Fig. 1: placed standard cells
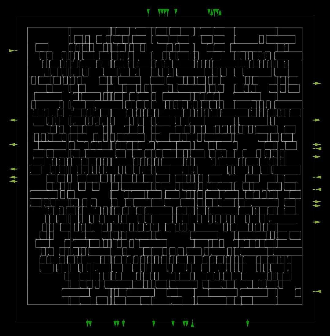
Fig. 2: cells by drive strength
(3 px per µm)
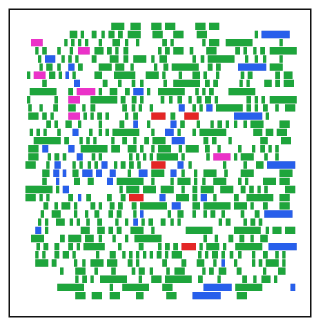
Fig. 3: power grid
(4 px per µm) Pins as bars on the die edge.
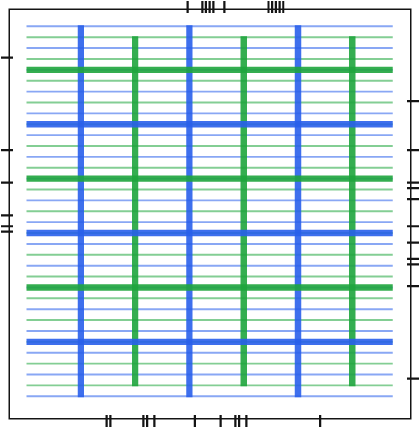
Fig. 4: layout detail
Window x 25 to 75, y 46 to 96 µm. Cells in grey, sequential cells in the stronger grey; small squares are vias.
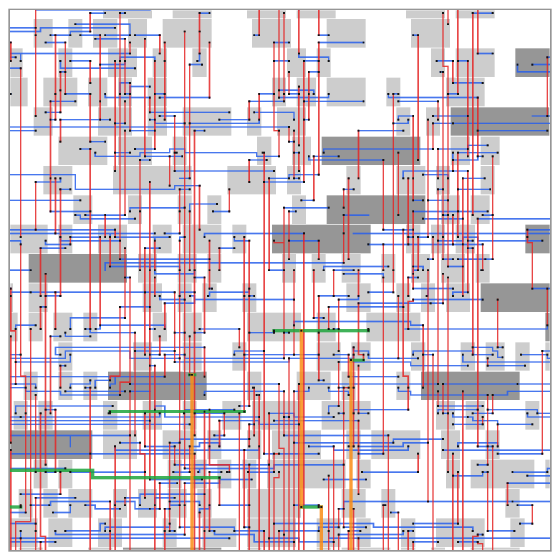
<file path="src/rtl/vend_ctrl_multi.sv">
// Multi-product vending controller: coin credit, per-item stock and prices, change/refund paid
// one coin at a time. Define VEND_TIMEOUT_EN to refund credit after TIMEOUT_CYC idle cycles.
module vend_ctrl_multi #(
   parameter int unsigned NUM_ITEMS = 4,
   parameter int unsigned CREDIT_W = 8,
   parameter logic [NUM_ITEMS*CREDIT_W-1:0] PRICE_TBL = {8'd30, 8'd25, 8'd20, 8'd15},
   parameter int unsigned MAX_CREDIT = 100,
   parameter int unsigned STOCK_W = 4,
   parameter int unsigned STOCK_INIT = 10,
   parameter int unsigned TIMEOUT_CYC = 1000,
   localparam int unsigned IDX_W = (NUM_ITEMS > 1) ? $clog2(NUM_ITEMS) : 1
) (
   input  logic                 clk,
   input  logic                 rst,
   input  logic                 coin_valid,
   input  logic [4:0]           coin_val,
   output logic                 coin_reject,
   input  logic                 sel_valid,
   input  logic [IDX_W-1:0]     sel_idx,
   output logic                 sel_denied,
   input  logic                 cancel,
   input  logic                 restock,
   output logic                 vend_valid,
   output logic [IDX_W-1:0]     vend_idx,
   input  logic                 vend_ready,
   output logic                 chg_valid,
   output logic [4:0]           chg_coin,
   input  logic                 chg_ready,
   output logic [CREDIT_W-1:0]  credit,
   output logic [NUM_ITEMS-1:0] sold_out,
   output logic                 busy
);

   typedef enum logic [2:0] {StIdle, StCredit, StVend, StChange, StRefund} state_e;

   localparam logic [CREDIT_W:0]  MaxCredit = (CREDIT_W+1)'(MAX_CREDIT);
   localparam logic [STOCK_W-1:0] StockInit = STOCK_W'(STOCK_INIT);

   state_e              state_q, state_d;
   logic [CREDIT_W-1:0] credit_q, credit_d;
   logic [STOCK_W-1:0]  stock_q [NUM_ITEMS];
   logic [STOCK_W-1:0]  stock_d [NUM_ITEMS];
   logic                vend_valid_q, vend_valid_d;
   logic [IDX_W-1:0]    vend_idx_q, vend_idx_d;
   logic                chg_valid_q, chg_valid_d;
   logic [4:0]          chg_coin_q, chg_coin_d;
   logic                coin_reject_q, coin_reject_d;
   logic                sel_denied_q, sel_denied_d;

   logic [CREDIT_W-1:0] price;
   logic [STOCK_W-1:0]  sel_stock;
   logic                sel_in_range, sel_ok, coin_legal, in_shop;
   logic                tmo_hit, do_refund, buy, coin_take;
   logic [CREDIT_W:0]   base, sum;
   logic [CREDIT_W-1:0] rem;

   function automatic logic [4:0] largest_coin(input logic [CREDIT_W-1:0] c);
      logic [4:0] r;
      if (c >= CREDIT_W'(20))      r = 5'd20;
      else if (c >= CREDIT_W'(10)) r = 5'd10;
      else if (c >= CREDIT_W'(5))  r = 5'd5;
      else                         r = 5'd0;
      return r;
   endfunction

`ifdef VEND_TIMEOUT_EN
   localparam int unsigned TmoW = (TIMEOUT_CYC > 1) ? $clog2(TIMEOUT_CYC) : 1;
   logic [TmoW-1:0] tmo_q;
   logic            activity;

   assign activity = coin_valid | sel_valid | cancel;
   assign tmo_hit  = (state_q == StCredit) && !activity && (tmo_q == TmoW'(TIMEOUT_CYC - 1));

   // Idle-cycle counter, held at zero outside CREDIT so entry always starts a fresh window.
   always_ff @(posedge clk or negedge rst) begin
      if (!rst) begin
         tmo_q <= '0;
      end else if (state_q != StCredit || activity || tmo_hit) begin
         tmo_q <= '0;
      end else begin
         tmo_q <= tmo_q + TmoW'(1);
      end
   end
`else
   logic unused_tmo;
   assign unused_tmo = ^TIMEOUT_CYC;
   assign tmo_hit    = 1'b0;
`endif

   always_comb begin
      price        = '0;
      sel_stock    = '0;
      sel_in_range = 1'b0;
      for (int unsigned i = 0; i < NUM_ITEMS; i++) begin
         if (sel_idx == IDX_W'(i)) begin
            price        = PRICE_TBL[i*CREDIT_W +: CREDIT_W];
            sel_stock    = stock_q[i];
            sel_in_range = 1'b1;
         end
      end
   end

   always_comb begin
      state_d       = state_q;
      credit_d      = credit_q;
      stock_d       = stock_q;
      vend_valid_d  = vend_valid_q;
      vend_idx_d    = vend_idx_q;
      chg_valid_d   = chg_valid_q;
      chg_coin_d    = chg_coin_q;
      coin_reject_d = coin_valid;
      sel_denied_d  = 1'b0;

      coin_legal = coin_val inside {5'd5, 5'd10, 5'd20};
      in_shop    = (state_q == StIdle) || (state_q == StCredit);
      sel_ok     = sel_in_range && (sel_stock != '0) && (credit_q >= price);
      do_refund  = (state_q == StCredit) && (cancel || tmo_hit);
      buy        = (state_q == StCredit) && sel_valid && !do_refund && sel_ok;
      // A coin landing with a purchase is judged against the post-purchase credit.
      base       = {1'b0, credit_q} - (buy ? {1'b0, price} : '0);
      sum        = base + (CREDIT_W+1)'(coin_val);
      coin_take  = in_shop && coin_valid && coin_legal && !do_refund && (sum <= MaxCredit);
      rem        = credit_q - CREDIT_W'(chg_coin_q);

      case (state_q)
         StIdle, StCredit: begin
            if (sel_valid && !do_refund && !buy) sel_denied_d = 1'b1;
            if (coin_take) coin_reject_d = 1'b0;
            credit_d = coin_take ? sum[CREDIT_W-1:0] : base[CREDIT_W-1:0];
            if (state_q == StIdle && restock) begin
               for (int unsigned i = 0; i < NUM_ITEMS; i++) stock_d[i] = StockInit;
            end
            if (buy) begin
               for (int unsigned i = 0; i < NUM_ITEMS; i++) begin
                  if (sel_idx == IDX_W'(i)) stock_d[i] = stock_q[i] - STOCK_W'(1);
               end
               vend_idx_d = sel_idx;
               state_d    = StVend;
            end else if (do_refund) begin
               chg_valid_d = 1'b1;
               chg_coin_d  = largest_coin(credit_q);
               state_d     = StRefund;
            end else if (coin_take) begin
               state_d = StCredit;
            end
         end
         StVend: begin
            if (!vend_valid_q) begin
               vend_valid_d = 1'b1;
            end else if (vend_ready) begin
               vend_valid_d = 1'b0;
               if (credit_q != '0) begin
                  chg_valid_d = 1'b1;
                  chg_coin_d  = largest_coin(credit_q);
                  state_d     = StChange;
               end else begin
                  state_d = StIdle;
               end
            end
         end
         StChange, StRefund: begin
            if (chg_valid_q && chg_ready) begin
               credit_d = rem;
               if (rem == '0) begin
                  chg_valid_d = 1'b0;
                  chg_coin_d  = '0;
                  state_d     = StIdle;
               end else begin
                  chg_coin_d = largest_coin(rem);
               end
            end
         end
         default: state_d = StIdle;
      endcase
   end

   always_ff @(posedge clk or negedge rst) begin
      if (!rst) begin
         state_q       <= StIdle;
         credit_q      <= '0;
         for (int unsigned i = 0; i < NUM_ITEMS; i++) stock_q[i] <= StockInit;
         vend_valid_q  <= 1'b0;
         vend_idx_q    <= '0;
         chg_valid_q   <= 1'b0;
         chg_coin_q    <= '0;
         coin_reject_q <= 1'b0;
         sel_denied_q  <= 1'b0;
      end else begin
         state_q       <= state_d;
         credit_q      <= credit_d;
         stock_q       <= stock_d;
         vend_valid_q  <= vend_valid_d;
         vend_idx_q    <= vend_idx_d;
         chg_valid_q   <= chg_valid_d;
         chg_coin_q    <= chg_coin_d;
         coin_reject_q <= coin_reject_d;
         sel_denied_q  <= sel_denied_d;
      end
   end

   always_comb begin
      sold_out = '0;
      for (int unsigned i = 0; i < NUM_ITEMS; i++) sold_out[i] = (stock_q[i] == '0);
   end

   assign coin_reject = coin_reject_q;
   assign sel_denied  = sel_denied_q;
   assign vend_valid  = vend_valid_q;
   assign vend_idx    = vend_idx_q;
   assign chg_valid   = chg_valid_q;
   assign chg_coin    = chg_coin_q;
   assign credit      = credit_q;
   assign busy        = (state_q == StVend) || (state_q == StChange) || (state_q == StRefund);

endmodule

</file>
<file path="config.mk">
export PLATFORM = sky130hd
export DESIGN_NAME = vend_ctrl_multi
export DESIGN_NICKNAME = d
export VERILOG_FILES = /design/src/rtl/vend_ctrl_multi.sv
export SDC_FILE = /design/constraint.sdc
export NUM_CORES = 1
export LEC_CHECK = 0
export ABC_AREA = 1
export CAP_MARGIN = 20
export CELL_PAD_IN_SITES_DETAIL_PLACEMENT = 1
export CELL_PAD_IN_SITES_GLOBAL_PLACEMENT = 1
export CORE_AREA = 4 4 96 98
export CTS_BUF_LIST = sky130_fd_sc_hd__clkbuf_8
export DETAILED_ROUTE_END_ITERATION = 10
export DIE_AREA = 0 0 100 102
export HOLD_SLACK_MARGIN = 0.05
export PLACE_DENSITY_LB_ADDON = 0.1
export SYNTH_ARGS = -nofsm -noshare
export SYNTH_HDL_FRONTEND = slang
export SYNTH_SLANG_ARGS = --single-unit
</file>
<file path="constraint.sdc">
create_clock -name clk -period 11.1 [get_ports clk]
set_input_delay 2.22 -clock clk [delete_from_list [all_inputs] [get_ports clk]]
set_output_delay 2.22 -clock clk [all_outputs]
set_load 0.05 [all_outputs]
</file>
==> run summary <==
The implementation run finished. Adding up every negative setup slack in the final design gives 0 ns. The flow ran to the end, and the final reports show no timing, DRC or antenna violations. When the netlist entered floorplanning its net count stood at 550. The synthesis report lists the Yosys warning total as 0. The stage logs contain a warning count of 33.

Synthesized instance count landed at 500. The area taken by multi-input combinational cells is reported as 2225 µm². After detailed placement, the total cell area comes to 3956 µm². For the worst min-delay path, the startpoint reported by OpenROAD is stock_q[0]$_DFFE_PN0N_. The detailed router finished its first iteration with 63 violations. STA classifies the critical path endpoint as a register. Total power per unit cell area landed at 63.76 nW/µm².

Number of buffers created by CTS landed at 5. The synthesized netlist was found by Yosys to have 500 cells. Final number of setup-violating endpoints landed at 0.

Clock slew at the register clock pins of the worst setup and hold paths landed at 0.08 ns. The report shows a maximum critical-path fanout of 10. Clock group total power landed at 97.7 µW. Global routing usage on met2 landed at 39.87%. TritonCTS built the clock tree. Number of nets in the final layout landed at 590. The slowest stage of the critical path is the clkdlybuf4s50_1 cell. Critical path's largest stage delay landed at 0.57 ns. Average wire per standard cell landed at 15.85 µm. In the final layout, the share of cells above drive strength 1 is 10.54%. The critical path in this run is classified as input port to register. Pin count of the biggest net entering global routing landed at 38. Share of the final layout cell area in multi-input gates landed at 55.08%. Global routing used 21.39% of the available tracks. The skew report gives the latency at the later pin of the worst-skew pair as 0.29 ns.

Post-route met1 wirelength landed at 4596 µm. CTS placed an instance of clkbuf_8 at the clock tree root. Buffers outside the clock tree occupy 9.294% of the routed design's cell area. Per the synth stats, the flop cell with the highest instance count is dfrtp_1.

Looking at the gate-level netlist, the highest instance count belongs to nand2_1. The capture point of the worst register-to-register path is recorded as credit[3]$_DFFE_PN0P_. The worst setup path is launched from an input port. STA puts the critical path data arrival time at 7.56 ns. The final weighted congestion recorded by global placement is 0.8873. The area taken by sequential standard cells is reported as 935.9 µm². Effective utilization at floorplan landed at 41.00%. According to the Yosys statistics, the synthesized design has a chip area of 3471 µm².

Number of post-CTS setup repair buffers landed at 0. Final worst-path cycle share landed at 66.42%. I/O pin total landed at 39. Setup repair after global routing left no endpoint under its margin. In this run, placement finished with an instance count of 641. Summed over all instances, the cell type with the most area after synthesis is dfrtp_1. Number of maximum-capacitance constraint violations landed at 0. Share of async-settable or async-resettable flops after synthesis landed at 100.0%. The register with the most flip-flops in the layout has 16 of them. Total overflow reported by the global router landed at 0. Subtracting the final worst setup slack from the clock period gives 7.372 ns. A synthesized cell averages 6.942 µm². The first global-routing pass estimated 17390 µm of wire. Non-clock inverter total of the final layout landed at 76. Summing the sequential cell areas from Yosys gives 26.96% of the chip area. Detail-routed via count per cell landed at 5.177. Synthesis-stage register bit count landed at 37. By instance count, the cell type seen most on the critical path is nand2_1. Largest buffer count on any clock path landed at 2.

Tracing the worst setup path back leads to its startpoint at sel_idx[0]. The routed design uses 189 µm of met3 wire. The most common logic cells in the final layout are 119 x nand2_1, 71 x inv_1, 44 x nor2_1. For reference, simple AND, OR, NAND and NOR cells occupy 35.29% of the area reported after synthesis. Counting the clock-network buffers in the layout gives 5. Design internal power landed at 187.8 µW. Worst endpoint required time landed at 11.29 ns.

Number of hold-repair buffers added at the cts stage landed at 0.
-- Fig. 1 (at the start) --
Layout Cells excl Fill: 649
share of cell area taken by flip-flops and latches: 23.17%
number of rows created at floorplan: 34

-- Fig. 2 (at the start) --
- red: _6 and larger (cells 5; share 0.92%; most used clkbuf_8)
- green: _0 and _1 cells (cells 484; share 89%; most used nand2_1)
- magenta: _3 and _4 cells (cells 7; share 1.3%; most used nor2_4)
- blue: _2 cells (cells 45; share 8.3%; most used nand2_2)
number of ordinary and repair buffers in the finished layout: 38
post-route cell area: 4039 µm²
least setup slack across all paths after layout: 3.728 ns
layout overhead on the synthesized area: 16.37%

-- Fig. 3 (at the start) --
- blue: VSS
- green: VDD
- met4 straps: 6
- signal pins: 39
- met5 straps: 6
- rows: 34
worst ir drop on vdd: 0.04164 mV
Chip Width: 100 µm
standard cell core area: 8466 µm²
overall die height: 102 µm

-- Fig. 4 (at the start) --
- orange: metal 4
- red: metal 2
- green: metal 3
- blue: metal 1
- most frequent: nand2_1 (48), inv_1 (22), nand3_1 (22)
- sequential cells in the window: 9
- cells with their middle in the window: 171
- netlist names of flops here include: `credit` (3), `state_q` (3)

No activity file was given, so power comes from the tool's default toggle rates.
